Fig. 1: clock routing
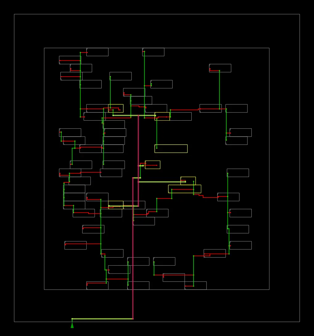
Fig. 2: gate-type map
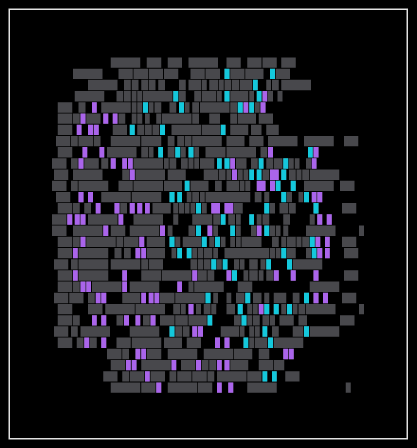
Fig. 3: layout detail
Bar = 5 um. Region (38, 63) to (58, 83) um. Cells in gray, sequential cells in the stronger gray; small squares are vias.
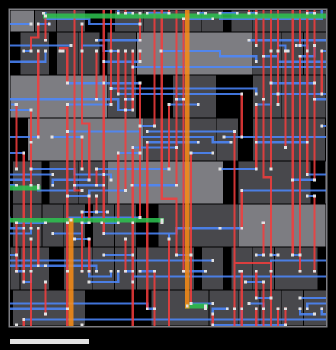
--- src/rtl/branch_sequencer_pkg.sv ---
// Shared definitions for the XMakina branch sequencer: states, condition codes,
// instruction field positions and the condition evaluator.
package branch_sequencer_pkg;

    typedef enum logic [1:0] {
        ST_IDLE   = 2'd0,
        ST_EVAL   = 2'd1,
        ST_LINK   = 2'd2,
        ST_COMMIT = 2'd3
    } seq_state_t;

    localparam logic [2:0] COND_EQ = 3'b000;
    localparam logic [2:0] COND_NE = 3'b001;
    localparam logic [2:0] COND_CS = 3'b010;
    localparam logic [2:0] COND_CC = 3'b011;
    localparam logic [2:0] COND_N  = 3'b100;
    localparam logic [2:0] COND_GE = 3'b101;
    localparam logic [2:0] COND_LT = 3'b110;
    localparam logic [2:0] COND_AL = 3'b111;

    localparam int unsigned TYPE_BIT = 13;
    localparam int unsigned COND_HI  = 12;
    localparam int unsigned COND_LO  = 10;
    localparam int unsigned BL_H     = 12;
    localparam int unsigned COND_H   = 9;

    function automatic logic cond_met(input logic [2:0] cond,
                                      input logic z, input logic n,
                                      input logic c, input logic v);
        logic met;
        met = 1'b0;
        case (cond)
            COND_EQ: met = z;
            COND_NE: met = !z;
            COND_CS: met = c;
            COND_CC: met = !c;
            COND_N:  met = n;
            COND_GE: met = (n == v);
            COND_LT: met = (n != v);
            COND_AL: met = 1'b1;
            default: met = 1'b0;
        endcase
        return met;
    endfunction

endpackage

--- src/rtl/branch_sequencer_decoder.sv ---
// Branch offset decoder: sign-extends the BL (13-bit) or conditional (10-bit)
// offset field depending on the instruction type bit.
module branch_decoder
    import branch_sequencer_pkg::*;
#(
    parameter int unsigned WORD = 16
) (
    input  logic [TYPE_BIT:0] inst_i,
    output logic [WORD-1:0]   offset_o
);

    always_comb begin
        offset_o = '0;
        if (inst_i[TYPE_BIT]) begin
            offset_o = {{(WORD-COND_H-1){inst_i[COND_H]}}, inst_i[COND_H:0]};
        end else begin
            offset_o = {{(WORD-BL_H-1){inst_i[BL_H]}}, inst_i[BL_H:0]};
        end
    end

endmodule

--- src/rtl/branch_sequencer.sv ---
// Multi-cycle executor for XMakina BL and conditional branches: latch, evaluate,
// optionally write the link register, then commit the new PC.
module branch_sequencer
    import branch_sequencer_pkg::*;
#(
    parameter int unsigned WORD   = 16,
    parameter int unsigned LR_IDX = 5
) (
    input  logic            clk_i,
    input  logic            rst_i,
    input  logic            start_i,
    input  logic [WORD-1:0] instWord_i,
    input  logic [WORD-1:0] pc_i,
    input  logic            pswZ_i,
    input  logic            pswN_i,
    input  logic            pswC_i,
    input  logic            pswV_i,
    output logic            busy_o,
    output logic            rfWrReq_o,
    input  logic            rfWrGnt_i,
    output logic [2:0]      rfWrIdx_o,
    output logic [WORD-1:0] rfWrData_o,
    output logic            pcWrEn_o,
    output logic [WORD-1:0] pcNext_o,
    output logic            done_o,
    output logic            taken_o,
    output logic            illegal_o
);

    seq_state_t      state_q, state_d;
    logic [WORD-1:0] inst_q, inst_d;
    logic [WORD-1:0] pc_q, pc_d;
    logic [WORD-1:0] pc_next_q, pc_next_d;
    logic [3:0]      flags_q, flags_d;   // {Z, N, C, V}
    logic            taken_q, taken_d;
    logic            illegal_q, illegal_d;
    logic [WORD-1:0] offset;
    logic [WORD-1:0] target;

    branch_decoder #(.WORD(WORD)) u_decoder (
        .inst_i   (inst_q[TYPE_BIT:0]),
        .offset_o (offset)
    );

    assign target = pc_q + {offset[WORD-2:0], 1'b0};

    always_comb begin
        state_d   = state_q;
        inst_d    = inst_q;
        pc_d      = pc_q;
        pc_next_d = pc_next_q;
        flags_d   = flags_q;
        taken_d   = taken_q;
        illegal_d = illegal_q;
        case (state_q)
            ST_IDLE: begin
                if (start_i) begin
                    inst_d    = instWord_i;
                    pc_d      = pc_i;
                    flags_d   = {pswZ_i, pswN_i, pswC_i, pswV_i};
                    taken_d   = 1'b0;
                    illegal_d = 1'b0;
                    state_d   = ST_EVAL;
                end
            end
            ST_EVAL: begin
                pc_next_d = target;
                if (inst_q[WORD-1:TYPE_BIT+1] != '0) begin
                    illegal_d = 1'b1;
                    taken_d   = 1'b0;
                    state_d   = ST_COMMIT;
                end else if (!inst_q[TYPE_BIT]) begin
                    state_d = ST_LINK;
                end else begin
                    taken_d = cond_met(inst_q[COND_HI:COND_LO], flags_q[3],
                                       flags_q[2], flags_q[1], flags_q[0]);
                    state_d = ST_COMMIT;
                end
            end
            ST_LINK: begin
                if (rfWrGnt_i) begin
                    taken_d = 1'b1;
                    state_d = ST_COMMIT;
                end
            end
            ST_COMMIT: begin
                state_d = ST_IDLE;
            end
            default: state_d = ST_IDLE;
        endcase
    end

    always_ff @(posedge clk_i) begin
        if (rst_i) begin
            state_q   <= ST_IDLE;
            inst_q    <= '0;
            pc_q      <= '0;
            pc_next_q <= '0;
            flags_q   <= '0;
            taken_q   <= 1'b0;
            illegal_q <= 1'b0;
        end else begin
            state_q   <= state_d;
            inst_q    <= inst_d;
            pc_q      <= pc_d;
            pc_next_q <= pc_next_d;
            flags_q   <= flags_d;
            taken_q   <= taken_d;
            illegal_q <= illegal_d;
        end
    end

    // Result flags are only meaningful alongside done_o, so gate them by COMMIT.
    assign busy_o     = (state_q != ST_IDLE);
    assign rfWrReq_o  = (state_q == ST_LINK);
    assign rfWrIdx_o  = 3'(LR_IDX);
    assign rfWrData_o = pc_q;
    assign pcNext_o   = pc_next_q;
    assign done_o     = (state_q == ST_COMMIT);
    assign pcWrEn_o   = (state_q == ST_COMMIT) && taken_q;
    assign taken_o    = (state_q == ST_COMMIT) && taken_q;
    assign illegal_o  = (state_q == ST_COMMIT) && illegal_q;

endmodule

--- config.mk ---
export PLATFORM = sky130hd
export DESIGN_NAME = branch_sequencer
export DESIGN_NICKNAME = d
export VERILOG_FILES = /design/src/rtl/branch_sequencer_pkg.sv /design/src/rtl/branch_sequencer_decoder.sv /design/src/rtl/branch_sequencer.sv
export SDC_FILE = /design/constraint.sdc
export NUM_CORES = 1
export LEC_CHECK = 0
export ABC_AREA = 1
export CORE_ASPECT_RATIO = 1.1
export CORE_MARGIN = 10
export CORE_UTILIZATION = 49
export DETAILED_ROUTE_END_ITERATION = 16
export GPL_ROUTABILITY_DRIVEN = 1
export PLACE_DENSITY = 0.91
export SYNTH_ARGS = -nofsm -noshare
export SYNTH_HDL_FRONTEND = slang
export SYNTH_SLANG_ARGS = --single-unit
--- constraint.sdc ---
create_clock -name clk_i -period 2.29 [get_ports clk_i]
set_input_delay 0.458 -clock clk_i [delete_from_list [all_inputs] [get_ports clk_i]]
set_output_delay 0.458 -clock clk_i [all_outputs]
set_load 0.02 [all_outputs]
==> flow_summary_export.csv <==
group,metric,value,unit
layout,seq_area,0.00112,mm^2
final_timing,fin_ws,0.0958,ns
logic_synthesis,ys_area,0.00314,mm^2
final_timing,drv_slew,0,
critical_path,end_kind,"primary output",
floorplanning,die_x,96.3,um
logic_synthesis,flop_cell,"dfxtp_1",
final_timing,setup_viol,0,
layout,buffers_excl_clock,81,
clock_tree,ctsRootBufferMaster,"clkbuf_8",
clock_tree,clk_path_buf_depth,2,
pwr,total_power,4.77,mW
layout,clkCellAreaFrac,3.16,%
final_timing,period_used_share,95.8,%
logic_synthesis,synth_cell_types,28,
outcome,status,"complete, no violations",
floorplanning,core_area,0.00619,mm^2
layout,design_area,0.00408,mm^2
route,ant_nets,0,
logic_synthesis,synthCells,478,
layout,ff_count,56,
layout,combGateArea,0.00166,mm^2
min_path,hp-class,"reg -> reg",
global_route,grt_pass1_vias,2967,
pwr,power_leakage,1.96,nW
clock_tree,htree_levels,2,
min_path,holdCritStartpoint,"taken_q$_SDFFE_PP0P_",
layout,largest_cell_class,"combinational gates",
min_path,whs_path_depth,2,
global_route,overflow,0,
critical_path,r2r_start,"inst_q[13]$_SDFFE_PP0P_",
critical_path,crit_start,"state_q[0]$_SDFFE_PP0P_",
layout,diodes,0,
critical_path,worstSetupPathType,"reg -> out",
layout,nMultiInputCombCells,335,
floorplanning,nWellTaps,80,
route,dr.pass1.iters,4,
floorplanning,dieHeight,104,um
placed_design,placed_cell_area,0.00395,mm^2
route,drt-total-wl,8290,um
clock_tree,cts_tree,"built",
Notes on Fig. 1 above:
CTS Buf Count: 5
Clk. pwr: 750 uW
clock sinks: 56
Latency at later pin: 0.31 ns

Notes on Fig. 2 above:
Purple is nor cells, cells 100. Cyan is inv cells, cells 68.
highest-count logic cell in the final layout: nor2_1
Comb area share: 40.7%
final std cells w/o fill: 627

Notes on Fig. 3 above:
Red is M2. Green is M3. Orange is M4. Blue is M1.
Sequential cells in the window: 5. Netlist names of flops here include `state_q` (2). 52 logic cells have their middle in the window. Most frequent: nand2_1 (9), inv_1 (7), a21oi_1 (7).

-- critical path: stages (launching register included) --
cell and delay [ns]:
dfxtp_1 0.40, inv_1 0.11, ha_1 0.22, inv_1 0.08
clkdlybuf4s50_1 0.61
-- cells in the final DEF (no fill, tap or decap) --
master           instances
nor2_1                  96
nand2_1                 93
clkdlybuf4s50_1         77
inv_1                   60
dfxtp_1                 56
o21ai_0                 48
nand3_1                 24
a21oi_1                 19
ha_1                    19
inv_2                    6
nand4_1                  6
nand2_2                  5
clkbuf_8                 5
nor2_2                   4
xor2_1                   3
conb_1                   3
buf_4                    3
nand3_2                  2
clkinv_1                 2
a21oi_2                  2
a31oi_1                  2
o21ai_1                  2
o211ai_1                 2
bufinv_16                2
or2_1                    1
o21ai_2                  1
a311oi_1                 1
o21bai_1                 1
fa_1                     1
buf_12                   1
-- where the power goes --
part | switching, mW | total (mW) | leakage [nW] | internal [mW]
registers | 0.225 | 1.52 | 0.462 | 1.30
logic | 1.49 | 2.50 | 1.44 | 1.00
clock network | 0.319 | 0.750 | 0.0642 | 0.431
-- state kept, by name, summed over array words and instances, names as in the netlist --
register,flops
flags_q,4
pcNext_o,16
rfWrData_o,16
illegal_q,1
state_q,2
taken_q,1
inst_q,16
-- cell families after synthesis --
| logic type | count (synthesis) | synth area share, % |
|---|---|---|
| other | 2 | 0.240 |
| flip-flops | 56 | 35.8 |
| adder cells (fa/ha/maj) | 20 | 8.22 |
| buffers and inverters | 88 | 11.4 |
| AND-OR/OR-AND | 78 | 13.2 |
| XOR/XNOR | 3 | 0.838 |
| AND/OR/NAND/NOR | 231 | 30.3 |
-- metal layers --
metal	up-vias	part of all wire [%]	track usage, %
li1	1627	-	-
met4	0	2.1	5.49
met5	-	0	0
met1	1384	43	20.3
met3	12	7.6	4.98
met2	89	47	27.0
Power and IR drop assume default switching activity.
